**config.mk**
```make
export PLATFORM = sky130hd
export DESIGN_NAME = ras_ctrl
export DESIGN_NICKNAME = d
export VERILOG_FILES = /design/src/rtl/ras_ctrl.sv
export SDC_FILE = /design/constraint.sdc
export NUM_CORES = 1
export LEC_CHECK = 0
export ABC_AREA = 1
export CAP_MARGIN = 40
export CORE_MARGIN = 3
export CORE_UTILIZATION = 41
export CTS_CLUSTER_DIAMETER = 50
export DETAILED_ROUTE_END_ITERATION = 8
export GPL_TIMING_DRIVEN = 0
export PLACE_DENSITY = 0.95
export SLEW_MARGIN = 20
export SYNTH_ARGS = -nofsm -noshare
export SYNTH_HDL_FRONTEND = slang
export SYNTH_SLANG_ARGS = --single-unit
```
**constraint.sdc**
```tcl
create_clock -name clk -period 5.7 [get_ports clk]
set_clock_uncertainty 0.05 [all_clocks]
set_input_delay 0.855 -clock clk [delete_from_list [all_inputs] [get_ports clk]]
set_output_delay 0.855 -clock clk [all_outputs]
set_load 0.05 [all_outputs]
```
**src/rtl/ras_ctrl.sv**
```systemverilog
// Return-address-stack controller: arbitrates predictor (A) and decode-correction (B)
// stack operations and tracks speculative windows, emitting commit/squash strobes.
module ras_ctrl #(
  parameter int STAGES = 2,
  parameter int WIDTH  = 31,
  parameter int OCCW   = $clog2(STAGES + 1)
) (
  input  logic              clk,
  input  logic              rst_i,
  input  logic              a_valid,
  output logic              a_ready,
  input  logic              a_push,
  input  logic              a_pop,
  input  logic [WIDTH-1:0]  a_data,
  input  logic              b_valid,
  output logic              b_ready,
  input  logic              b_push,
  input  logic              b_pop,
  input  logic [WIDTH-1:0]  b_data,
  input  logic              open_valid,
  output logic              open_ready,
  input  logic              res_valid,
  input  logic              res_ok,
  output logic              ras_push,
  output logic              ras_pop,
  output logic [WIDTH-1:0]  ras_din,
  output logic [STAGES-1:0] ras_commit,
  output logic [STAGES-1:0] ras_flush,
  output logic [OCCW-1:0]   occ,
  output logic              err
);

  localparam logic [OCCW-1:0] OCC_MAX = OCCW'(STAGES);

  logic              occ_nz;
  logic              squash;
  logic              res_good;
  logic              err_evt;
  logic              open_acc;
  logic              vld_p0;
  logic              push_p0;
  logic              pop_p0;
  logic [WIDTH-1:0]  din_p0;
  logic [OCCW-1:0]   occ_nxt;
  logic [STAGES-1:0] commit_nxt;
  logic [STAGES-1:0] flush_mask;

  logic              push_p1;
  logic              pop_p1;
  logic [WIDTH-1:0]  din_p1;
  logic [STAGES-1:0] commit_p1;
  logic [STAGES-1:0] flush_p1;
  logic [OCCW-1:0]   occ_p1;
  logic              err_p1;

  // Stage p0: arbitration, window bookkeeping and squash detection
  always_comb begin
    occ_nz     = (occ_p1 != '0);
    squash     = res_valid & ~res_ok & occ_nz;
    res_good   = res_valid & res_ok & occ_nz;
    err_evt    = res_valid & ~occ_nz;
    b_ready    = ~rst_i & ~squash;
    a_ready    = ~rst_i & ~squash & ~b_valid;
    open_ready = ~rst_i & ~squash & ((occ_p1 < OCC_MAX) | (res_valid & res_ok));
    open_acc   = open_valid & open_ready;

    vld_p0  = (b_valid & b_ready) | (a_valid & a_ready);
    push_p0 = b_valid ? b_push : a_push;
    pop_p0  = b_valid ? b_pop  : a_pop;
    din_p0  = b_valid ? b_data : a_data;

    occ_nxt = occ_p1 + {{(OCCW-1){1'b0}}, open_acc} - {{(OCCW-1){1'b0}}, res_good};

    commit_nxt             = '0;
    commit_nxt[0]          = open_acc;
    commit_nxt[STAGES-1]   = commit_nxt[STAGES-1] | res_good;

    flush_mask = '0;
    for (int i = 0; i < STAGES; i++) begin
      flush_mask[i] = (i < int'(occ_p1));
    end
  end

  // Stage p1: registered strobes toward the stack
  always_ff @(posedge clk) begin
    if (rst_i) begin
      push_p1   <= 1'b0;
      pop_p1    <= 1'b0;
      din_p1    <= '0;
      commit_p1 <= '0;
      flush_p1  <= '0;
      occ_p1    <= '0;
      err_p1    <= 1'b0;
    end else begin
      push_p1   <= vld_p0 & push_p0;
      pop_p1    <= vld_p0 & pop_p0;
      if (vld_p0) begin
        din_p1 <= din_p0;
      end
      commit_p1 <= squash ? '0 : commit_nxt;
      flush_p1  <= squash ? flush_mask : '0;
      occ_p1    <= squash ? '0 : occ_nxt;
      err_p1    <= err_p1 | err_evt;
    end
  end

  assign ras_push   = push_p1;
  assign ras_pop    = pop_p1;
  assign ras_din    = din_p1;
  assign ras_commit = commit_p1;
  assign ras_flush  = flush_p1;
  assign occ        = occ_p1;
  assign err        = err_p1;

endmodule

```
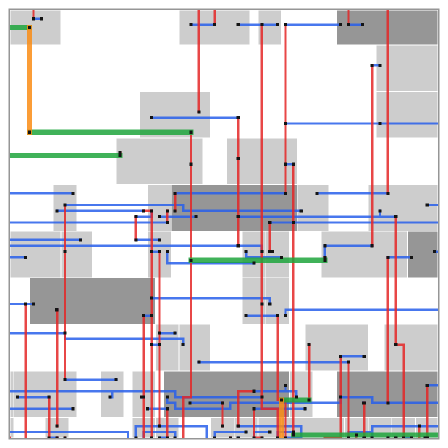
*Zoomed window*
Window x 26 to 51, y 26 to 51 um. Cells in gray, sequential cells in the stronger gray; small squares are vias.
color	layer
green	metal 3
blue	metal 1
orange	metal 4
red	metal 2
cells with their middle in the window	33
netlist names of flops here include	ras_din (5)
most frequent	buf_6 (6), clkbuf_8 (5), dfxtp_1 (5)
sequential cells in the window	5

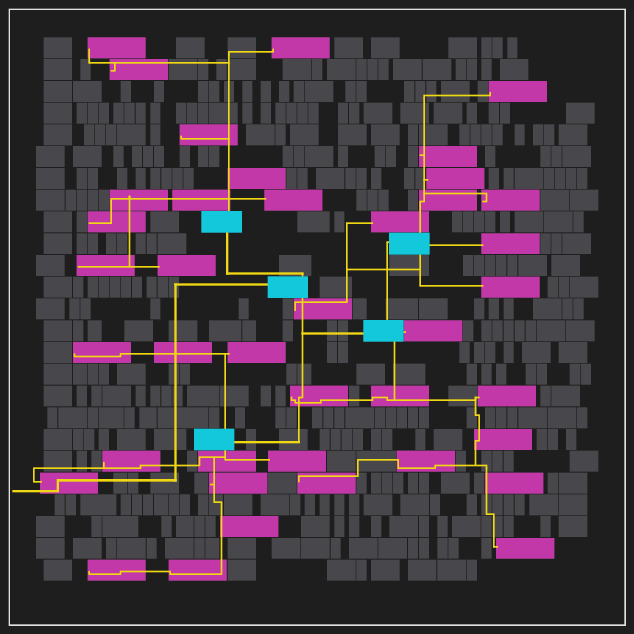
*Clock network drawn from the DEF*
Drawn at 8 px/um.
[cyan] clock drivers | count: 5
[yellow] clock wires | length: 506 um
[magenta] flip-flops | count: 40
routed clock nets	6
clk_lat worst skew: 0.28 ns
Clock net power: 200 uW

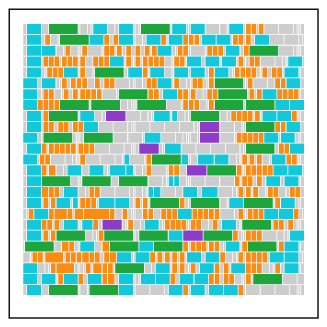
*Placed cells, one color a class*
Drawn at 4 px/um. Fill, decap, tap and diode cells in gray.
color	class	cells	share of their area
orange	combinational and other logic	288	34%
cyan	other buffers and delay cells	131	38%
green	flops	40	24%
purple	clock drivers and dummy loads	7	2.9%

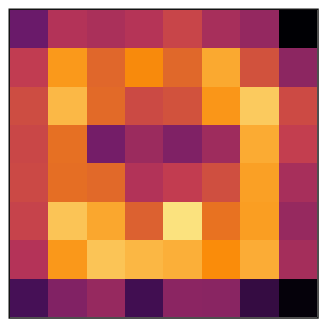
*Cell density map*
Drawn at 4 px/um. 8 x 8 tiles, from black (low) to pale yellow (high), 0 to 100% covered.
mean over tiles	56%
nearly empty tiles	3.1%
fullest tile	94%
tiles over 75% full	27%
final core utilization: 70.6%
Initial Util: 43.0%
core footprint: 4790 um^2

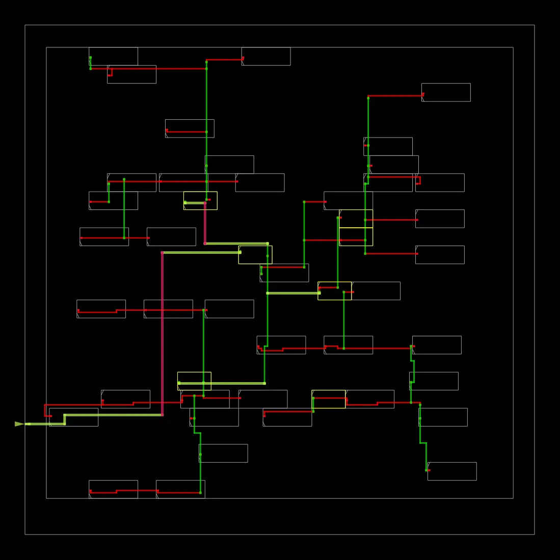
*The clock network*
clock buf count: 7
Flops: 40
cts bufs inserted: 5
clock sinks: 40

==> flow_summary.ini <==
; flow metrics
[layout]
diodes = 0
seq_share_pct = 23.7
instances_no_fill = 533
comb_share_pct = 28.8
fillers = 419
signal_buffers = 131
final-nonclk-buf-share_pct = 37.5
logic_area_um2 = 973
comb.multi_input.count = 246
final_area_um2 = 3380
clk_share_pct = 2.85
nonClockInverterCount = 42
largest_reg_flops = 31
syn2layout_area_growth_pct = 64.3
drive_above_1_share_pct = 4.72
num-nets-final = 541
final_cell_mix = nand2_1, clkdlybuf4s50_1, nor2_1
largest_class = non-clock buffers
final_common_cell = nand2_1

[placement]
placed_cell_area_um2 = 3280
post-place-ws_ns = 2.09
io_buffers = 114
dp.cells = 526

[global_route]
grt_use_met2_pct = 39.9
grt-busiest-layer = met2
antenna_found_initial = 0
grt_max_degree = 12
met1_usage_pct = 20.4
grt_usage_pct = 20.4
grt_pass1_wl_um = 9830
grt_overflow = 0
grt_util_met3_pct = 5.99
grt_pass1_vias = 2236

[min_path]
hold_depth = 2
hold_start = err
hold_end = err
hold_class = reg2reg

[yosys]
yosys_warnings = 0
synth-seq-cells = 40
async_flop_share_pct = 0
syn_area_per_cell_um2 = 5.96
synthesis.nets = 420
edf_count = 0
ys_cells = 345
syn_area_um2 = 2060
yosys_most_used_dff = dfxtp_1
ys_types = 17
netlist_instances = 345
ys_area_um2 = 2060

[detailed_routing]
drt_pass1_iterations = 4
wl_per_cell_um = 11.1
ant_nets = 0
num_vias = 2281
route.met2.wl_um = 3100
wl_met3_um = 450
vias_per_cell = 4.28
drt_iter0_drc = 62
top_layer = met4
routed_wl_um = 5920

[job]
cap_violations = 0

[setup_path]
r2r_slack_ns = 3.62
path_cells = clkdlybuf4s50_1 -> inv_2 -> nand2_1 -> a21oi_1 -> clkdlybuf4s50_1
critPathSlowestCell = clkdlybuf4s50_1
end_kind = output port
crit_start = rst_i
path_class = in2out
timing.critical_path.to = open_ready
r2r_cells = 13
cp-start-kind = input pin
reg2reg_to = occ[1]
worstPathArrival_ns = 2.71
cp.required_ns = 4.80
cpLargestDelayFamily = buffers and inverters
critical_path_cell_count = 5
crit_fanout = 6
path_buffers = 3

[floorplan]
die-area_um2 = 5900
rows = 25
nWellTaps = 67
die_w_um = 76.8
fp.dieH_um = 76.8

[pwr]
clkPwrFrac_pct = 23.4
p_int_uw = 550
comb-power_uw = 336
seq_power_uw = 321
p_comb_share_pct = 39.2
p_leak_uw = 0.00170
p_sw_uw = 306
p_seq_share_pct = 37.4
p_sw_share_pct = 35.7
powerDensity_nw_per_um2 = 254
ir_drop_mv = 0.166

[timing]
finalCritPeriodShare_pct = 63.4
slew_headroom_pct = 64.5
tightest_slew_ns = 0.531
setup_viol = 0
maxSlewViolCount = 0
layout_min_cycle_time_ns = 3.62
worst_slack_ns = 2.08
whs_ns = 0.422
setup-tns-final_ns = 0
max_freq_mhz = 277
finalHoldViolations = 0
rsz0062_at_grt = no

[clock_network]
cts_tree = built
post_cts_resized = 0
root_buffer = clkbuf_8
cts_buffer_depth = 2
ctsHoldBuffers = 0
h-tree-depth = 2
path_clk_slew_ns = 0.07

[status]
run_status = finished clean
[synth_stat cells, types with 2 or more instances]
cell | number | share of area, %
a21oi_1 | 5 | 1.2
buf_1 | 3 | 0.55
buf_2 | 3 | 0.73
buf_6 | 7 | 3.8
clkbuf_1 | 3 | 0.55
dfxtp_1 | 40 | 39
ha_1 | 2 | 1.2
inv_1 | 40 | 7.3
inv_2 | 2 | 0.37
nand2_1 | 165 | 30
nor2_1 | 68 | 12
nor3_1 | 2 | 0.49
[kinds of logic after synthesis]
| group | after synthesis | share of synthesized area (%) |
|---|---|---|
| simple gates | 238 | 44.5 |
| buf+inv | 59 | 13.7 |
| flops | 40 | 39.0 |
| compound gates | 5 | 1.22 |
| fa+ha+maj | 2 | 1.22 |
| xor+xnor | 1 | 0.426 |
Power is estimated from default activity; no workload was simulated.
